--- config.mk ---
export PLATFORM = sky130hd
export DESIGN_NAME = mem_port_sched
export DESIGN_NICKNAME = d
export VERILOG_FILES = /design/src/rtl/mem_port_sched.sv
export SDC_FILE = /design/constraint.sdc
export NUM_CORES = 1
export LEC_CHECK = 0
export ABC_AREA = 0
export ABC_CLOCK_PERIOD_IN_PS = 4300
export CAP_MARGIN = 10
export CELL_PAD_IN_SITES_DETAIL_PLACEMENT = 2
export CELL_PAD_IN_SITES_GLOBAL_PLACEMENT = 2
export CORE_UTILIZATION = 10
export DETAILED_ROUTE_END_ITERATION = 6
export HOLD_SLACK_MARGIN = 0.1
export PLACE_DENSITY = 0.95
export SYNTH_ARGS = -nofsm -noshare
export SYNTH_HDL_FRONTEND = slang
export SYNTH_SLANG_ARGS = --single-unit
--- constraint.sdc ---
create_clock -name i_clk -period 4.3 [get_ports i_clk]
set_input_delay 0.645 -clock i_clk [delete_from_list [all_inputs] [get_ports i_clk]]
set_output_delay 0.645 -clock i_clk [all_outputs]
set_load 0.01 [all_outputs]
--- src/rtl/mem_port_sched.sv ---
// Shared main-memory command port scheduler: round-robin between instruction fetch
// and load/store, with fence.i drain/flush sequencing and one-cycle read return routing.
module mem_port_sched #(
  parameter int AW = 14,
  parameter int DW = 32
) (
  input  logic          i_clk,
  input  logic          i_rst,
  input  logic          i_if_req,
  input  logic [AW-1:0] i_if_addr,
  output logic          o_if_gnt,
  output logic          o_if_rvalid,
  output logic [DW-1:0] o_if_rdata,
  input  logic          i_ls_req,
  input  logic          i_ls_wen,
  input  logic [3:0]    i_ls_ben,
  input  logic [AW-1:0] i_ls_addr,
  input  logic [DW-1:0] i_ls_wdata,
  output logic          o_ls_gnt,
  output logic          o_ls_rvalid,
  output logic [DW-1:0] o_ls_rdata,
  input  logic          i_fence_req,
  output logic          o_fence_done,
  output logic          o_mem_ren,
  output logic          o_mem_wen,
  output logic [3:0]    o_mem_ben,
  output logic [AW-1:0] o_mem_addr,
  output logic [DW-1:0] o_mem_wdata,
  output logic          o_mem_fence_i,
  input  logic [DW-1:0] i_mem_rdata,
  input  logic          i_mem_ready
);

  typedef enum logic [1:0] {
    IDLE        = 2'd0,
    ISSUE       = 2'd1,
    FENCE_DRAIN = 2'd2,
    FENCE_WAIT  = 2'd3
  } state_t;

  localparam logic SRC_IF = 1'b0;
  localparam logic SRC_LS = 1'b1;

  state_t state_q, state_d;
  logic   last_gnt_q, last_gnt_d;
  logic   owner_q, owner_d;
  logic   rd_out_q, rd_out_d;
  logic   tag_q, tag_d;

  logic   cmd_vld;
  logic   sel;

  always_comb begin
    state_d       = state_q;
    last_gnt_d    = last_gnt_q;
    owner_d       = owner_q;
    rd_out_d      = 1'b0;
    tag_d         = tag_q;
    cmd_vld       = 1'b0;
    sel           = SRC_IF;
    o_if_gnt      = 1'b0;
    o_ls_gnt      = 1'b0;
    o_fence_done  = 1'b0;
    o_mem_ren     = 1'b0;
    o_mem_wen     = 1'b0;
    o_mem_ben     = '0;
    o_mem_addr    = '0;
    o_mem_wdata   = '0;
    o_mem_fence_i = 1'b0;

    case (state_q)
      IDLE: begin
        if (i_fence_req) begin
          state_d = FENCE_DRAIN;
        end else if (i_if_req || i_ls_req) begin
          cmd_vld = 1'b1;
          // On a tie the requester not granted last wins.
          sel = (i_if_req && i_ls_req) ? ~last_gnt_q : i_ls_req;
        end
      end
      ISSUE: begin
        // Locked: keep the stalled command on the port even if a fence arrives.
        sel     = owner_q;
        cmd_vld = owner_q ? i_ls_req : i_if_req;
        if (!cmd_vld) begin
          state_d = i_fence_req ? FENCE_DRAIN : IDLE;
        end
      end
      FENCE_DRAIN: begin
        // No grants happen here, so any in-flight read returns during this cycle.
        state_d = FENCE_WAIT;
      end
      FENCE_WAIT: begin
        o_mem_fence_i = 1'b1;
        if (i_mem_ready) begin
          o_fence_done = 1'b1;
          state_d      = IDLE;
        end
      end
      default: state_d = IDLE;
    endcase

    if (cmd_vld) begin
      if (sel == SRC_LS) begin
        o_mem_ren   = ~i_ls_wen;
        o_mem_wen   = i_ls_wen;
        o_mem_ben   = i_ls_ben;
        o_mem_addr  = i_ls_addr;
        o_mem_wdata = i_ls_wdata;
      end else begin
        o_mem_ren   = 1'b1;
        o_mem_ben   = 4'hF;
        o_mem_addr  = i_if_addr;
      end
      if (i_mem_ready) begin
        o_if_gnt   = (sel == SRC_IF);
        o_ls_gnt   = (sel == SRC_LS);
        last_gnt_d = sel;
        rd_out_d   = o_mem_ren;
        tag_d      = sel;
        state_d    = i_fence_req ? FENCE_DRAIN : IDLE;
      end else begin
        owner_d = sel;
        state_d = ISSUE;
      end
    end

    // Reset forces every output quiet, including the combinational command path.
    if (i_rst) begin
      o_if_gnt      = 1'b0;
      o_ls_gnt      = 1'b0;
      o_fence_done  = 1'b0;
      o_mem_ren     = 1'b0;
      o_mem_wen     = 1'b0;
      o_mem_ben     = '0;
      o_mem_addr    = '0;
      o_mem_wdata   = '0;
      o_mem_fence_i = 1'b0;
    end
  end

  always_comb begin
    o_if_rvalid = 1'b0;
    o_ls_rvalid = 1'b0;
    o_if_rdata  = '0;
    o_ls_rdata  = '0;
    if (!i_rst && rd_out_q) begin
      if (tag_q == SRC_LS) begin
        o_ls_rvalid = 1'b1;
        o_ls_rdata  = i_mem_rdata;
      end else begin
        o_if_rvalid = 1'b1;
        o_if_rdata  = i_mem_rdata;
      end
    end
  end

  always_ff @(posedge i_clk) begin
    if (i_rst) begin
      state_q    <= IDLE;
      last_gnt_q <= SRC_LS;
      owner_q    <= SRC_IF;
      rd_out_q   <= 1'b0;
      tag_q      <= SRC_IF;
    end else begin
      state_q    <= state_d;
      last_gnt_q <= last_gnt_d;
      owner_q    <= owner_d;
      rd_out_q   <= rd_out_d;
      tag_q      <= tag_d;
    end
  end

endmodule

==> reports/metrics.cfg <==
[finish]
post-route-cell-area_mm2=0.00380
final_util=0.300
biggestCellCategory=buffers
buffer_area_frac=0.600
lay_top_cells=sky130_fd_sc_hd__clkdlybuf4s50_1 (224), sky130_fd_sc_hd__and2_1 (85), sky130_fd_sc_hd__nor2_1 (26), sky130_fd_sc_hd__mux2i_1 (15), sky130_fd_sc_hd__and2_2 (13)
area.sequential_um2=120

[power_and_ir_drop]
power_frac_clock=0.354
netSwitchingPower_uw=105
power.internal_uw=315
total_leakage_power_nw=1.49
comb-power_uw=205

[min_path]
hold_class=register to register

[routing]
route.met3.wl_um=653
initialDrtViolationCount=48
ant_nets_after_route=0
first_pass_iters=4
via_count=2179
m1WireLength_um=2970
wl_um=8640

[place]
placement.io_buffers=224

[global_route]
grt_use_met3=0.0434
grt_overflow=0

[setup_path]
crit_required_ps=3650
critPathMaxStageDelay_ps=560
worst_r2r_endpoint=last_gnt_q$_SDFFE_PP1P_
reg2reg_depth=5

[logic_synthesis]
postSynth.asyncResetShare=0
netlist.area_leader.share=0.409
yosysCellCount=191
synthTopCellsByCount=sky130_fd_sc_hd__and2_1 (85), sky130_fd_sc_hd__nor2_1 (26), sky130_fd_sc_hd__mux2i_1 (15), sky130_fd_sc_hd__and2_2 (13), sky130_fd_sc_hd__clkbuf_1 (7)
ys.warnings.count=0

[floorplan]
chipHeight_um=116
fp-row-count=41

[sta]
timing.clock.skew_ps=0.588
relative_max_transition_margin=0.660
finalHoldViolations=0

[cts]
post-cts-setup-buffers=0
cts_inserted_buffers=3
tritoncts=built
hold_buf_cts=0
max-clock-path-buffers=2

[run_status]
status=finished, final reports clean

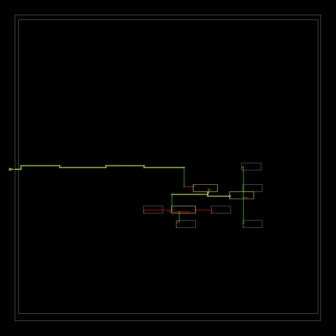
*Clock routing*
clk_lat worst skew: 230 ps
Num Clock Sinks: 6
clkbuf count: 3
Clk power: 148 µW
number of flip-flops and latches: 6

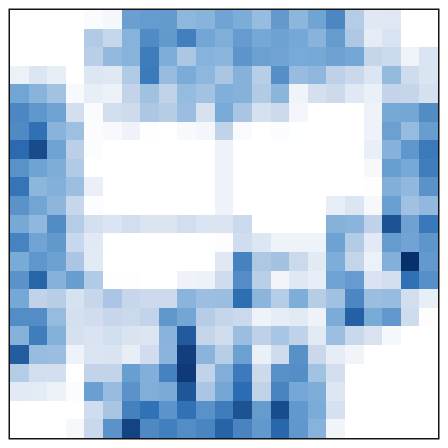
*Signal metal coverage by tile*
23 x 23 tiles, from white (low) to dark blue (high), scaled to the fullest tile. Values are wire area over tile area, all layers added.
The mean over all tiles is 0.10. 24% of the tiles are over half the peak. The densest ninth of the die: south.

Power and IR drop assume default switching activity.
